### src/rtl/apb_ucpd_tx_sched.sv
`default_nettype none
// ============================================================================
//  Module   : apb_ucpd_tx_sched
//  Purpose  : UCPD transmit scheduler. Latches message-send and hard-reset
//             requests, enforces the interframe gap against line activity,
//             arbitrates message / hard reset / incoming reception, drives the
//             core transmit enables and reports sent/discarded/aborted events.
//  Ports    : ic_clk, ic_rst (async, active-high), ucpden (enable),
//             hbit_clk_red (half-bit tick), ifrgap (required idle ticks),
//             txsend_req / txhrst_req (request pulses), rx_busy, hrst_rx,
//             tx_done (core status) -> transmit_en, tx_hrst (core enables),
//             tx_msg_sent/disc/abt, tx_hrst_sent/disc (status pulses),
//             sched_busy.
//  Revision : 1.0 - initial release
// ============================================================================
module apb_ucpd_tx_sched #(
    parameter int unsigned GAP_W = 5
) (
    input  logic             ic_clk,
    input  logic             ic_rst,
    input  logic             ucpden,
    input  logic             hbit_clk_red,
    input  logic [GAP_W-1:0] ifrgap,
    input  logic             txsend_req,
    input  logic             txhrst_req,
    input  logic             rx_busy,
    input  logic             hrst_rx,
    input  logic             tx_done,
    output logic             transmit_en,
    output logic             tx_hrst,
    output logic             tx_msg_sent,
    output logic             tx_msg_disc,
    output logic             tx_msg_abt,
    output logic             tx_hrst_sent,
    output logic             tx_hrst_disc,
    output logic             sched_busy
);

    typedef enum logic [1:0] {
        S_IDLE    = 2'd0,
        S_WAIT    = 2'd1,
        S_TX_MSG  = 2'd2,
        S_TX_HRST = 2'd3
    } state_t;

    localparam logic [GAP_W-1:0] C_GAP_MAX = '1;

    state_t           state_q, state_d;
    logic             pend_msg_q, pend_msg_d;
    logic             pend_hrst_q, pend_hrst_d;
    logic [GAP_W-1:0] gap_q, gap_d;
    logic             msg_sent_q, msg_sent_d;
    logic             msg_disc_q, msg_disc_d;
    logic             msg_abt_q, msg_abt_d;
    logic             hrst_sent_q, hrst_sent_d;
    logic             hrst_disc_q, hrst_disc_d;

    logic             in_tx;
    logic             gap_ok;

    assign in_tx  = (state_q == S_TX_MSG) || (state_q == S_TX_HRST);
    assign gap_ok = (gap_q >= ifrgap);

    // Idle-time counter in half-bit ticks; any line or transmit activity
    // restarts the gap measurement.
    always_comb begin
        gap_d = gap_q;
        if (!ucpden || rx_busy || in_tx || tx_done) begin
            gap_d = '0;
        end else if (hbit_clk_red && (gap_q != C_GAP_MAX)) begin
            gap_d = gap_q + 1'b1;
        end
    end

    always_comb begin
        state_d     = state_q;
        pend_msg_d  = pend_msg_q;
        pend_hrst_d = pend_hrst_q;
        msg_sent_d  = 1'b0;
        msg_disc_d  = 1'b0;
        msg_abt_d   = 1'b0;
        hrst_sent_d = 1'b0;
        hrst_disc_d = 1'b0;

        // Request capture; clears below take precedence over a same-cycle set.
        if (txsend_req && !pend_msg_q && !in_tx) begin
            pend_msg_d = 1'b1;
        end
        if (txhrst_req && (state_q != S_TX_HRST)) begin
            pend_hrst_d = 1'b1;
        end

        case (state_q)
            S_IDLE: begin
                if (pend_msg_q || pend_hrst_q) begin
                    state_d = S_WAIT;
                end
            end
            S_WAIT: begin
                if (pend_hrst_q) begin
                    // Hard reset outranks a queued message, which is dropped.
                    if (pend_msg_q) begin
                        msg_disc_d = 1'b1;
                        pend_msg_d = 1'b0;
                    end
                    if (hrst_rx) begin
                        hrst_disc_d = 1'b1;
                        pend_hrst_d = 1'b0;
                        state_d     = S_IDLE;
                    end else if (gap_ok && !rx_busy) begin
                        pend_hrst_d = 1'b0;
                        state_d     = S_TX_HRST;
                    end
                end else if (pend_msg_q) begin
                    if (rx_busy || hrst_rx) begin
                        msg_disc_d = 1'b1;
                        pend_msg_d = 1'b0;
                        state_d    = S_IDLE;
                    end else if (gap_ok) begin
                        pend_msg_d = 1'b0;
                        state_d    = S_TX_MSG;
                    end
                end else begin
                    state_d = S_IDLE;
                end
            end
            S_TX_MSG: begin
                // A completing message wins over an abort; the hard-reset
                // request stays latched and is served through WAIT.
                if (tx_done) begin
                    msg_sent_d = 1'b1;
                    state_d    = S_IDLE;
                end else if (txhrst_req) begin
                    msg_abt_d   = 1'b1;
                    pend_hrst_d = 1'b0;
                    state_d     = S_TX_HRST;
                end
            end
            S_TX_HRST: begin
                if (tx_done) begin
                    hrst_sent_d = 1'b1;
                    state_d     = S_IDLE;
                end
            end
            default: begin
                state_d = S_IDLE;
            end
        endcase

        // Disabling the peripheral drops everything silently.
        if (!ucpden) begin
            state_d     = S_IDLE;
            pend_msg_d  = 1'b0;
            pend_hrst_d = 1'b0;
            msg_sent_d  = 1'b0;
            msg_disc_d  = 1'b0;
            msg_abt_d   = 1'b0;
            hrst_sent_d = 1'b0;
            hrst_disc_d = 1'b0;
        end
    end

    always_ff @(posedge ic_clk or posedge ic_rst) begin
        if (ic_rst) begin
            state_q     <= S_IDLE;
            pend_msg_q  <= 1'b0;
            pend_hrst_q <= 1'b0;
            gap_q       <= '0;
            msg_sent_q  <= 1'b0;
            msg_disc_q  <= 1'b0;
            msg_abt_q   <= 1'b0;
            hrst_sent_q <= 1'b0;
            hrst_disc_q <= 1'b0;
        end else begin
            state_q     <= state_d;
            pend_msg_q  <= pend_msg_d;
            pend_hrst_q <= pend_hrst_d;
            gap_q       <= gap_d;
            msg_sent_q  <= msg_sent_d;
            msg_disc_q  <= msg_disc_d;
            msg_abt_q   <= msg_abt_d;
            hrst_sent_q <= hrst_sent_d;
            hrst_disc_q <= hrst_disc_d;
        end
    end

    // Enables decode the state register only, keeping them glitch-free.
    assign transmit_en  = (state_q == S_TX_MSG);
    assign tx_hrst      = (state_q == S_TX_HRST);
    assign tx_msg_sent  = msg_sent_q;
    assign tx_msg_disc  = msg_disc_q;
    assign tx_msg_abt   = msg_abt_q;
    assign tx_hrst_sent = hrst_sent_q;
    assign tx_hrst_disc = hrst_disc_q;
    assign sched_busy   = (state_q != S_IDLE) || pend_msg_q || pend_hrst_q;

endmodule
`default_nettype wire

### config.mk
export PLATFORM = sky130hd
export DESIGN_NAME = apb_ucpd_tx_sched
export DESIGN_NICKNAME = d
export VERILOG_FILES = /design/src/rtl/apb_ucpd_tx_sched.sv
export SDC_FILE = /design/constraint.sdc
export NUM_CORES = 1
export LEC_CHECK = 0
export ABC_AREA = 1
export CORE_MARGIN = 1.5
export CORE_UTILIZATION = 41
export CTS_CLUSTER_DIAMETER = 100
export DETAILED_ROUTE_END_ITERATION = 8
export PLACE_DENSITY = 0.67
export SLEW_MARGIN = 20
export SYNTH_ARGS = -nofsm -noshare
export SYNTH_HDL_FRONTEND = slang
export SYNTH_SLANG_ARGS = --single-unit
export TNS_END_PERCENT = 20
### constraint.sdc
create_clock -name ic_clk -period 1.96 [get_ports ic_clk]
set_input_delay 0.392 -clock ic_clk [delete_from_list [all_inputs] [get_ports ic_clk]]
set_output_delay 0.392 -clock ic_clk [all_outputs]
set_load 0.01 [all_outputs]
==> results.toml <==
# physical design summary
[sta]
fin_ws_ps = 228
worst_slew_pin_slew_ps = 555
relSlewSlack_pct = 63.0
report.final.setup_viol = 0
unrepaired_setup_endpoints_after_global_routing = "false"
min_clock_period_post_route_ps = 1730
report.final.hold_viol_count = 0

[placed_design]
dpl-instance-area_um2 = 1250
pre_cts_ws_ps = -11.5
dp_hpwl_mm = 1.66

[yosys]
synthDistinctLibCells = 23
synth.yosys.num_cells = 127
synth.cell_area_um2 = 1000
postSynthAreaPerCell_um2 = 7.91
yosys_warnings = 0
netlist_instances = 127

[flow_run]
cap_viol_max_count = 0
tool_warnings = 30

[power_and_ir_drop]
p_leak_nw = 0.695
pwr_density_nw_per_um2 = 620

[die]
floorplan.initialDensity_pct = 44.6
floorplan.rows = 17
chip_area_um2 = 2760
io_pins = 22

[cells_and_area]
layout.cells.most_common = "sky130_fd_sc_hd__inv_1"
post_route_cells_drive_above_1_share_pct = 15.7
layout.cells.most_common_list = "sky130_fd_sc_hd__inv_1 (27), sky130_fd_sc_hd__nand2_1 (22), sky130_fd_sc_hd__clkdlybuf4s50_1 (18)"
syn2layout_area_growth_pct = 28.4

[worst_setup_path]
worst_ep_required_time_ps = 1570
cp.arrival_ps = 1340
critPathLaunchType = "register"
end_kind = "output port"

[clock_network]
number_of_cts_inserted_buffers = 3
clk_path_buf_depth = 2
path_clk_slew_ps = 80
post_cts_hold_buffer_count = 0
worstSkewPairLatency_ps = 280

[global_route]
grt_start_max_net_pins = 15
number_of_global_route_vias_before_repair = 894
global_route_wire_length_before_repair_mm = 3.59
grt_antenna_before_repair = 0

[drt]
antenna_left = 0
vias = 890
drt_first_pass_iters = 4
detail_route.wirelength_mm = 2.06
drt-wirelength-per-cell_um = 11.4
route.detailed.vias_per_inst = 4.92
first_iter_violations = 26

[outcome]
status = "finished, final reports clean"

[worst_hold_path]
timing.hold.worst.class = "input pin to asynchronous set/reset pin"
what timing repair did:
item	4_1_cts	5_1_grt
resized	2	2
setup endpoints to repair	2	2
setup buffers	2	0
routing by layer:
layer / share of wire, % / wire length, um / track usage (%) / vias to the layer above
met5: 0 / 0 / 0 / -
met4: 0.78 / 16 / 6.41 / 0
met3: 5.1 / 105 / 4.57 / 2
met2: 48 / 986 / 31.3 / 28
met1: 46 / 949 / 20.1 / 407
li1: - / - / - / 453
sequential cells by signal (all words and copies together), names as in the netlist:
name	flops
tx_msg_abt	1
tx_hrst_sent	1
pend_hrst_q	1
tx_msg_sent	1
tx_msg_disc	1
pend_msg_q	1
gap_q	5
state_q	2
tx_hrst_disc	1
power breakdown:
group          internal, W  switching, W  total (W)
clock            0.0000712     0.0000902   0.000161
combinational     0.000138      0.000175   0.000314
sequential        0.000310     0.0000138   0.000324
total             0.000520      0.000279   0.000799
synthesized netlist by cell type (all sizes together):
| library cell | instances | area, um^2 |
|---|---|---|
| a21boi | 1 | 7.51 |
| a31oi | 3 | 18.8 |
| o31a | 1 | 10.0 |
| inv | 28 | 105 |
| dfrtp | 14 | 350 |
| a2111oi | 1 | 8.76 |
| nand3 | 9 | 55.1 |
| nor2 | 16 | 95.1 |
| o21ai | 3 | 15.0 |
| ha | 12 | 150 |
| nor3 | 3 | 15.0 |
| or2 | 2 | 15.0 |
| nand4 | 3 | 18.8 |
| buf | 1 | 11.3 |
| a21oi | 3 | 15.0 |
| nand2 | 27 | 114 |
final timing paths:
check                           start          to  slack (ps)  cells after the start
setup / recovery           state_q[1]  sched_busy         230                      4
hold / removal                 ic_rst    gap_q[3]         460                      2
setup reg to reg             gap_q[0]    gap_q[1]         230                     10
hold reg to reg              gap_q[2]    gap_q[2]         520                      1
max in group asynchronous      ic_rst  pend_msg_q        1140                      2
min in group ic_clk          gap_q[2]    gap_q[2]         520                      1
logic make-up (layout without fill, tap and decap cells):
kind of cell | Yosys count | in the layout | share of synthesized area, %
and+or+nand+nor | 60 | 60 | 31.1
adders and majority gates | 12 | 12 | 14.9
buffers and inverters | 29 | 55 | 11.6
DFF | 14 | 14 | 34.9
AOI/OAI and AO/OA | 12 | 12 | 7.47
final cells by class:
| class | instances | area (um^2) | share of cell area (%) |
|---|---|---|---|
| sequential | 14 | 350 | 27.2 |
| timing repair buffer | 24 | 236 | 18.3 |
| clock buffer | 3 | 22.5 | 1.75 |
| inverter | 28 | 105 | 8.15 |
| multi-input combinational | 84 | 541 | 41.9 |
| tap | 28 | 35.0 | 2.72 |
critical path, stage by stage, from the launching register on:
cell	delay [ps]
sky130_fd_sc_hd__dfrtp_1	410
sky130_fd_sc_hd__inv_1	100
sky130_fd_sc_hd__ha_1	150
sky130_fd_sc_hd__nand3_1	100
sky130_fd_sc_hd__dlygate4sd2_1	300
stage by stage:
stage / hold WS, ps / total power (W) / TNS, ps / util, %
2_1_floorplan: 281 / 0.000535 / 0 / -
3_3_place_gp: 510 / 0.000629 / 0 / 55.3
3_5_place_dp: 510 / 0.000638 / -11.5 / 55.3
4_1_cts: 472 / 0.000811 / 0 / 57.0
5_1_grt: 500 / 0.000865 / 0 / 57.2
6_report: 455 / 0.000799 / 0 / 57.2
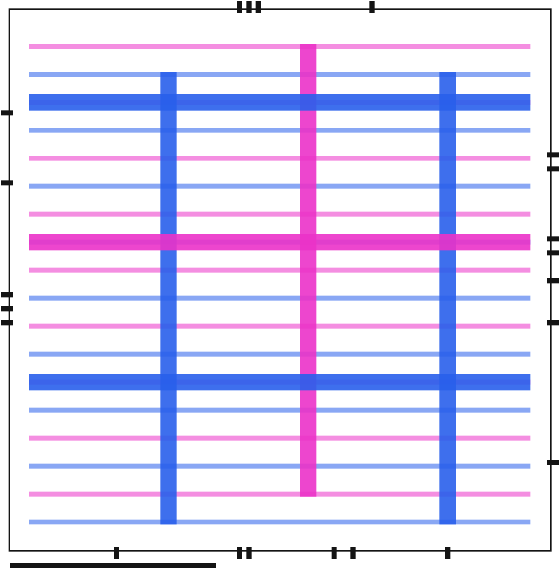
**Above:** power grid.
The bar under the picture is 20 um long. Pins as bars on the die edge.
legend:
  VDD:
    colour: magenta
  VSS:
    colour: blue
met5 straps: 3
met4 straps: 3
signal pins: 22
met1 rails: 18
height of the die: 52.5 um
core area: 2250 um^2
Peak VDD IR: 0.421 mV
width of the die: 52.5 um

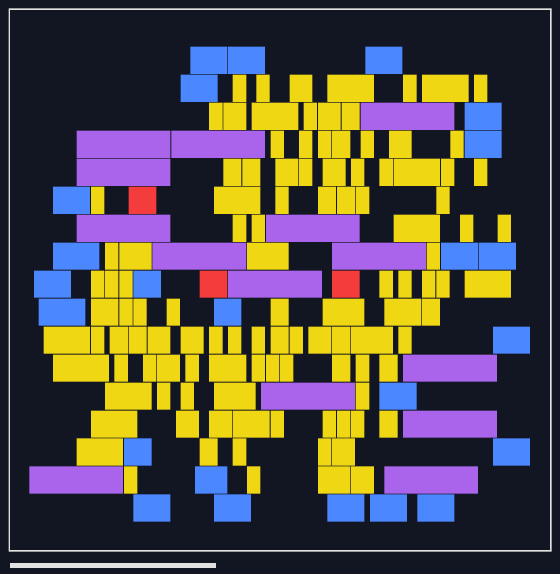
**Above:** cell classes on the final placement.
The bar under the picture is 20 um long.
legend:
  flops:
    colour: purple
    cells: 14
  clock drivers:
    colour: red
    cells: 3
  other buffers and delay cells:
    colour: blue
    cells: 24
  combinational and other logic:
    colour: yellow
    cells: 112
post-layout util: 57.2%
Design Area, Final: 1290 um^2

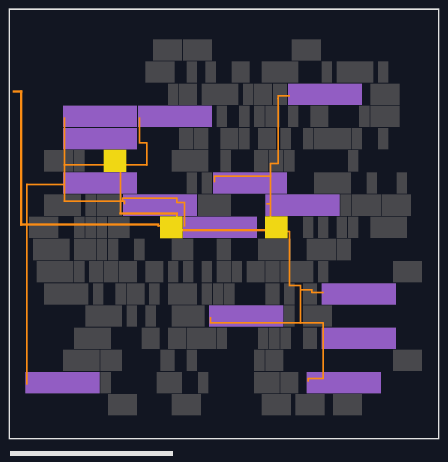
**Above:** clock distribution.
The bar under the picture is 20 um long.
legend:
  flip-flops:
    colour: purple
    count: 14
  clock drivers:
    colour: yellow
    count: 3
  clock wires:
    colour: orange
    length: 205 um
routed clock nets: 4
clock network power: 0.000161 W
largest clock skew in the final design: 3.90 ps

Power is estimated from default activity; no workload was simulated.
